layer_met1.png
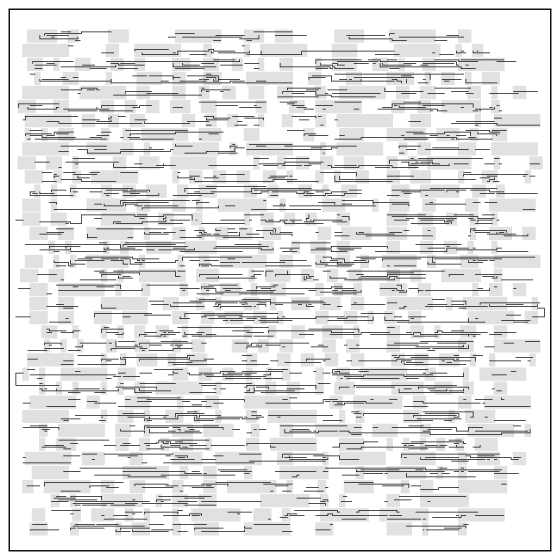
layer_met2.png
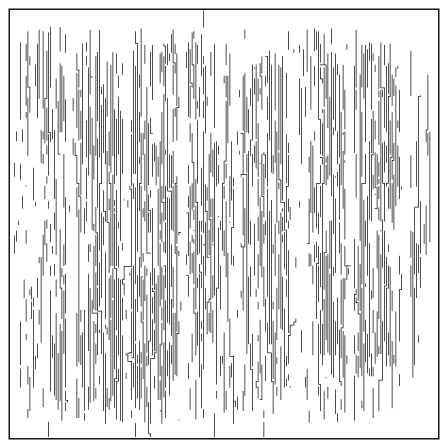
--- config.mk ---
export PLATFORM = sky130hd
export DESIGN_NAME = ps2_host_tx
export DESIGN_NICKNAME = d
export VERILOG_FILES = /design/src/rtl/ps2_host_tx_pkg.sv /design/src/rtl/ps2_host_tx_line_filter.sv /design/src/rtl/ps2_host_tx.sv
export SDC_FILE = /design/constraint.sdc
export NUM_CORES = 1
export LEC_CHECK = 0
export CELL_PAD_IN_SITES_DETAIL_PLACEMENT = 2
export CELL_PAD_IN_SITES_GLOBAL_PLACEMENT = 2
export CORE_UTILIZATION = 34
export DETAILED_ROUTE_END_ITERATION = 10
export PLACE_DENSITY_LB_ADDON = 0.1
export SYNTH_ARGS = -nofsm -noshare
export SYNTH_HDL_FRONTEND = slang
export SYNTH_SLANG_ARGS = --single-unit
--- constraint.sdc ---
create_clock -name clk -period 2 [get_ports clk]
set_clock_uncertainty 0.15 [all_clocks]
set_input_delay 0.4 -clock clk [delete_from_list [all_inputs] [get_ports clk]]
set_output_delay 0.4 -clock clk [all_outputs]
set_load 0.01 [all_outputs]
--- src/rtl/ps2_host_tx_pkg.sv ---
// Shared definitions for the PS/2 host-to-device transmitter: state encoding,
// microsecond-to-cycle conversion and the frame parity rule.
package ps2_host_tx_pkg;

  typedef enum logic [2:0] {
    ST_IDLE      = 3'd0,
    ST_INHIBIT   = 3'd1,
    ST_RTS       = 3'd2,
    ST_WAIT_CLK  = 3'd3,
    ST_SEND      = 3'd4,
    ST_ACK       = 3'd5,
    ST_WAIT_IDLE = 3'd6,
    ST_ABORT     = 3'd7
  } state_e;

  localparam int unsigned FRAME_BITS = 10;

  function automatic int unsigned us_to_cyc(input int unsigned clkfreq, input int unsigned us);
    return (clkfreq / 32'd1000000) * us;
  endfunction

  function automatic int unsigned max_u(input int unsigned a, input int unsigned b);
    return (a > b) ? a : b;
  endfunction

  // PS/2 uses odd parity over the eight data bits.
  function automatic logic odd_parity(input logic [7:0] d);
    return ~^d;
  endfunction

endpackage

--- src/rtl/ps2_host_tx_line_filter.sv ---
// ps2_line_filter: 2-FF synchronizer, 3-sample stability filter and falling-edge
// detector for one PS/2 line. Pin-to-fall latency is 5 cycles.
module ps2_line_filter (
  input  logic clk,
  input  logic rst,
  input  logic line_i,
  output logic filt_o,
  output logic fall_o
);

  logic       sync1_q;
  logic       sync2_q;
  logic [1:0] hist_q;
  logic       filt_q;
  logic       fall_q;

  // The filtered level only moves once three consecutive synchronized samples agree.
  always_ff @(posedge clk or posedge rst) begin
    if (rst) begin
      sync1_q <= 1'b1;
      sync2_q <= 1'b1;
      hist_q  <= 2'b11;
      filt_q  <= 1'b1;
      fall_q  <= 1'b0;
    end else begin
      sync1_q <= line_i;
      sync2_q <= sync1_q;
      hist_q  <= {hist_q[0], sync2_q};
      fall_q  <= 1'b0;
      if ((sync2_q == hist_q[0]) && (sync2_q == hist_q[1])) begin
        filt_q <= sync2_q;
        fall_q <= filt_q & ~sync2_q;
      end
    end
  end

  assign filt_o = filt_q;
  assign fall_o = fall_q;

endmodule

--- src/rtl/ps2_host_tx.sv ---
// PS/2 host-to-device transmitter: inhibits the bus, issues request-to-send and
// shifts one command byte out on device clock falls, then checks the device ACK.
module ps2_host_tx
  import ps2_host_tx_pkg::*;
#(
  parameter int unsigned CLKFREQ          = 28000000,
  parameter int unsigned INHIBIT_US       = 100,
  parameter int unsigned START_TIMEOUT_US = 15000,
  parameter int unsigned FRAME_TIMEOUT_US = 2000
) (
  input  logic       clk,
  input  logic       rst,
  input  logic       ps2clk_in,
  input  logic       ps2dat_in,
  output logic       ps2clk_oe,
  output logic       ps2dat_oe,
  input  logic [7:0] data,
  input  logic       start,
  output logic       busy,
  output logic       done,
  output logic       error
);

  localparam int unsigned INHIBIT_CYC = us_to_cyc(CLKFREQ, INHIBIT_US);
  localparam int unsigned START_CYC   = us_to_cyc(CLKFREQ, START_TIMEOUT_US);
  localparam int unsigned FRAME_CYC   = us_to_cyc(CLKFREQ, FRAME_TIMEOUT_US);
  localparam int unsigned TMR_MAX     = max_u(START_CYC, FRAME_CYC);
  localparam int unsigned TMR_W       = $clog2(TMR_MAX + 1);
  localparam int unsigned INH_W       = $clog2(INHIBIT_CYC + 1);

  localparam logic [TMR_W-1:0] START_LD = TMR_W'(START_CYC);
  localparam logic [TMR_W-1:0] FRAME_LD = TMR_W'(FRAME_CYC);
  localparam logic [INH_W-1:0] INH_LAST = INH_W'(INHIBIT_CYC - 1);

  logic clk_filt_s, clk_fall_s;
  logic dat_filt_s, dat_fall_s;

  ps2_line_filter u_clk_filt (
    .clk    (clk),
    .rst    (rst),
    .line_i (ps2clk_in),
    .filt_o (clk_filt_s),
    .fall_o (clk_fall_s)
  );

  ps2_line_filter u_dat_filt (
    .clk    (clk),
    .rst    (rst),
    .line_i (ps2dat_in),
    .filt_o (dat_filt_s),
    .fall_o (dat_fall_s)
  );

  state_e                  state_q;
  logic                    clk_oe_q, dat_oe_q;
  logic                    busy_q, done_q, error_q;
  logic [INH_W-1:0]        inh_q;
  logic [TMR_W-1:0]        tmr_q;
  logic [3:0]              bit_idx_q;
  logic [3:0]              bit_idx_d;
  logic [FRAME_BITS-1:0]   shreg_q;

  assign bit_idx_d = bit_idx_q + 4'd1;

  // Transmit sequencer; every line driver and status flag is a register here.
  always_ff @(posedge clk or posedge rst) begin
    if (rst) begin
      state_q   <= ST_IDLE;
      clk_oe_q  <= 1'b0;
      dat_oe_q  <= 1'b0;
      busy_q    <= 1'b0;
      done_q    <= 1'b0;
      error_q   <= 1'b0;
      inh_q     <= '0;
      tmr_q     <= '0;
      bit_idx_q <= '0;
      shreg_q   <= '0;
    end else begin
      done_q  <= 1'b0;
      error_q <= 1'b0;
      case (state_q)
        ST_IDLE: begin
          clk_oe_q <= 1'b0;
          dat_oe_q <= 1'b0;
          if (start) begin
            shreg_q  <= {1'b1, odd_parity(data), data};
            busy_q   <= 1'b1;
            clk_oe_q <= 1'b1;
            inh_q    <= '0;
            state_q  <= ST_INHIBIT;
          end
        end
        ST_INHIBIT: begin
          if (inh_q == INH_LAST) begin
            dat_oe_q <= 1'b1;
            state_q  <= ST_RTS;
          end else begin
            inh_q <= inh_q + INH_W'(1);
          end
        end
        ST_RTS: begin
          clk_oe_q <= 1'b0;
          tmr_q    <= START_LD;
          state_q  <= ST_WAIT_CLK;
        end
        ST_WAIT_CLK: begin
          if (clk_fall_s) begin
            bit_idx_q <= '0;
            dat_oe_q  <= ~shreg_q[0];
            tmr_q     <= FRAME_LD;
            state_q   <= ST_SEND;
          end else if (tmr_q == '0) begin
            clk_oe_q <= 1'b0;
            dat_oe_q <= 1'b0;
            state_q  <= ST_ABORT;
          end else begin
            tmr_q <= tmr_q - TMR_W'(1);
          end
        end
        ST_SEND: begin
          if (tmr_q == '0) begin
            clk_oe_q <= 1'b0;
            dat_oe_q <= 1'b0;
            state_q  <= ST_ABORT;
          end else begin
            tmr_q <= tmr_q - TMR_W'(1);
            if (clk_fall_s) begin
              bit_idx_q <= bit_idx_d;
              dat_oe_q  <= ~shreg_q[bit_idx_d];
              if (bit_idx_d == 4'd9) begin
                state_q <= ST_ACK;
              end
            end
          end
        end
        ST_ACK: begin
          if (tmr_q == '0) begin
            clk_oe_q <= 1'b0;
            dat_oe_q <= 1'b0;
            state_q  <= ST_ABORT;
          end else begin
            tmr_q <= tmr_q - TMR_W'(1);
            if (clk_fall_s) begin
              if (!dat_filt_s) begin
                state_q <= ST_WAIT_IDLE;
              end else begin
                clk_oe_q <= 1'b0;
                dat_oe_q <= 1'b0;
                state_q  <= ST_ABORT;
              end
            end
          end
        end
        ST_WAIT_IDLE: begin
          if (tmr_q == '0) begin
            clk_oe_q <= 1'b0;
            dat_oe_q <= 1'b0;
            state_q  <= ST_ABORT;
          end else begin
            tmr_q <= tmr_q - TMR_W'(1);
            if (clk_filt_s && dat_filt_s) begin
              done_q  <= 1'b1;
              busy_q  <= 1'b0;
              state_q <= ST_IDLE;
            end
          end
        end
        ST_ABORT: begin
          clk_oe_q <= 1'b0;
          dat_oe_q <= 1'b0;
          error_q  <= 1'b1;
          busy_q   <= 1'b0;
          state_q  <= ST_IDLE;
        end
        default: begin
          clk_oe_q <= 1'b0;
          dat_oe_q <= 1'b0;
          busy_q   <= 1'b0;
          state_q  <= ST_IDLE;
        end
      endcase
    end
  end

  // The data-line fall is not needed by the transmitter; the receiver uses it.
  logic unused_s;
  assign unused_s = dat_fall_s;

  assign ps2clk_oe = clk_oe_q;
  assign ps2dat_oe = dat_oe_q;
  assign busy      = busy_q;
  assign done      = done_q;
  assign error     = error_q;

endmodule

==> impl_metrics.py <==
# Auto-generated metrics
metrics = {
    "critical_path": {
        "start_kind": "register",
        "cp_slowest_cell": "dfrtp_1",
        "ff2ff_path_depth": 7,
        "cp.arrival_ns": 2.38,
        "cpPeakStageDelay_ns": 0.44,
        "worst-path-stages": 7,
        "crit_required_ns": 2.10,
        "path_class": "register to register",
        "cp_num_buf_inv": 1,
        "cp_top_family": "simple AND/OR/NAND/NOR gates",
        "crit_path_end_kind": "register",
        "path_cells": "nor4_4 > nand4b_1 > o21bai_4 > buf_6 > nor4b_4 > mux2i_1 > nor2_1",
        "critPathMaxFanout": 3,
    },
    "logic_synthesis": {
        "common_cells": "65 x nand2_1, 54 x dfrtp_1, 41 x nor2_1",
        "synth-seq-area-share": 0.453,
        "yosysWarnings": 0,
        "ys_cells": 392,
        "syn-cell-area_um2": 3560,
        "synthDominantCellAreaShare": 0.379,
        "area_leaders": "dfrtp_1 38%, dfstp_2 7.4%, nand2_1 6.9%",
        "yosys.area.top_type": "dfrtp_1",
        "ys_area_um2": 3560,
        "ys.flop_type": "dfrtp_1",
        "most_common_cell": "nand2_1",
        "ys.flops": 64,
        "syn_nets": 410,
        "ys_types": 64,
        "syn_inst": 392,
        "async_flop_share": 1.00,
        "postSynthAreaPerCell_um2": 9.08,
        "edf_count": 0,
    },
    "power_and_ir_drop": {
        "p_per_area_nw_per_um2": 1430,
        "p_seq_w": 0.00204,
        "switchingPower_w": 0.00324,
        "p_clk_frac": 0.160,
        "switching_share": 0.435,
        "seqPwrFrac": 0.273,
        "leakage_nw": 2.27,
        "pwr.group.clock_w": 0.00119,
        "top_power_group": "combinational cells",
        "internal_power_w": 0.00422,
        "peakVddDrop_v": 0.000597,
        "p_comb_w": 0.00423,
        "combPwrFrac": 0.567,
        "p_total_w": 0.00746,
    },
    "cells_and_area": {
        "layout.area.comb_um2": 2180,
        "regArea_um2": 1620,
        "nNetsFinal": 528,
        "num_antenna_cells": 0,
        "layout-drive-gt1-share": 0.371,
        "final_common_cell": "buf_4",
        "fillCellCount": 1051,
        "stdcell_area_um2": 5220,
        "final_core_util": 0.524,
        "layout_top_cells": "88 x buf_4, 61 x nand2_1, 53 x dfrtp_1, 34 x nor2_1, 22 x o21ai_0",
        "stdcell_count": 648,
        "syn_to_final_growth_pct": 46.5,
    },
    "clock_network": {
        "cts_root_buf": "clkbuf_8",
        "cts_buffers": 9,
        "htreeDepth": 3,
        "ctsResizeCount": 47,
        "holdBufCountCts": 0,
        "clk_transition_reported_paths_ns": 0.08,
        "cts_tree": "done",
        "clockBufferDepth": 2,
        "cts_sinks": 64,
        "post_cts_buffers": 18,
        "insertion_delay_ns": 0.36,
    },
    "timing": {
        "fin_crit_ns": 2.28,
        "setup_tns_ns": -3.49,
        "rsz0062_at_grt": "true",
        "setup_viol": 36,
        "tightest_slew_ns": 0.477,
        "fmax_mhz": 438,
        "layout_setup_ws_ns": -0.282,
        "slew_headroom": 0.679,
        "maxSlewViolCount": 0,
        "period_used_share": 1.14,
        "hold_viol": 0,
        "hold_slack_ns": 0.207,
    },
    "global_routing": {
        "antenna_found_initial": 0,
        "grt-ovfl-total": 0,
        "grt_start_max_net_pins": 65,
        "grt_pass1_vias": 4039,
        "grt_pass1_wl_um": 21400,
        "grt_use_total": 0.255,
    },
    "floorplanning": {
        "num_rows": 36,
        "dieArea_um2": 10900,
        "num_io_pins": 18,
        "die_height_um": 104,
        "core_area_um2": 9950,
        "chipWidth_um": 104,
        "fp_util": 0.358,
    },
    "routing": {
        "first_pass_iters": 4,
        "route.detailed.drc": 0,
        "routedWlPerCell_um": 22.3,
        "drt-initial-drc-count": 97,
        "vias_per_cell": 5.48,
        "ant_nets": 0,
    },
    "place": {
        "place_inst": 607,
        "gp_congestion": 0.844,
        "dpl.hpwl_um": 8780,
        "port_buffers": 17,
        "place_ws_ns": -0.212,
        "dpl_cell_area_um2": 4470,
    },
    "min_path": {
        "hold_class": "register to register",
        "min_path_cells": 0,
    },
    "status": {
        "status": "finished, violations left",
        "failed_checks": "negative setup slack",
    },
    "flow_run": {
        "log.warning_count": 31,
        "cap_viol_max_count": 0,
    },
}
-- layer_met1.png (at the start) --
main direction	horizontal
nets with wire on the layer	495
wire length on this layer	5730 um
longest straight run	34.5 um
vias: 3552
wirelength, routed: 14500 um
met1 Usage GRT: 0.280

-- layer_met2.png (at the start) --
longest straight run	50.8 um
main direction	vertical
grt met2 use: 0.481

worst reg2reg max path, delay by kind of cell (launching register included):
family	cells	cell delay, ns
flip-flops	1	0.44
AND-OR/OR-AND	1	0.23
multiplexers	1	0.25
buffers and inverters	1	0.13
AND/OR/NAND/NOR	4	0.98
cells by family after synthesis:
logic type / synth area share
AOI/OAI and AO/OA: 0.160
xor gates and xnor gates: 0.0590
adders and majority gates: 0.0176
buffers and inverters: 0.0288
DFF: 0.453
muxes: 0.0242
and+or+nand+nor: 0.257
routing by layer:
metal	up-vias	global-route usage	wire length (um)
met3	30	0.0401	287
li1	1621	-	-
met2	55	0.481	8040
met5	-	0	0
met1	1846	0.280	5730
met4	0	0.111	397
cell type report:
class                      count  area share
sequential                    64       0.310
timing repair buffer         120       0.193
multi-input combinational    302       0.417
clock buffer                  13      0.0305
clock inverter                 3     0.00767
inverter                      13      0.0101
tap                          133      0.0319
flip-flops by register name (all words and copies together), names as in the netlist, 2 cells and up:
register and cells:
state_q 3, bit_idx_q 4, inh_q 12, u_dat_filt.hist_q 2, u_clk_filt.hist_q 2, shreg_q 10
tmr_q 19
final timing paths:
kind	from	endpoint	slack [ns]
max	tmr_q[3]$_DFFE_PP0P_	tmr_q[15]$_DFFE_PP0P_	-0.28
min	u_clk_filt.sync1_q$_DFF_PP1_	u_clk_filt.sync2_q$_DFF_PP1_	0.21
max reg2reg	tmr_q[3]$_DFFE_PP0P_	tmr_q[15]$_DFFE_PP0P_	-0.28
min reg2reg	u_clk_filt.sync1_q$_DFF_PP1_	u_clk_filt.sync2_q$_DFF_PP1_	0.21
max in group asynchronous	rst	u_dat_filt.filt_o$_DFFE_PP1P_	1.03
min in group asynchronous	rst	shreg_q[9]$_DFFE_PP0P_	0.35
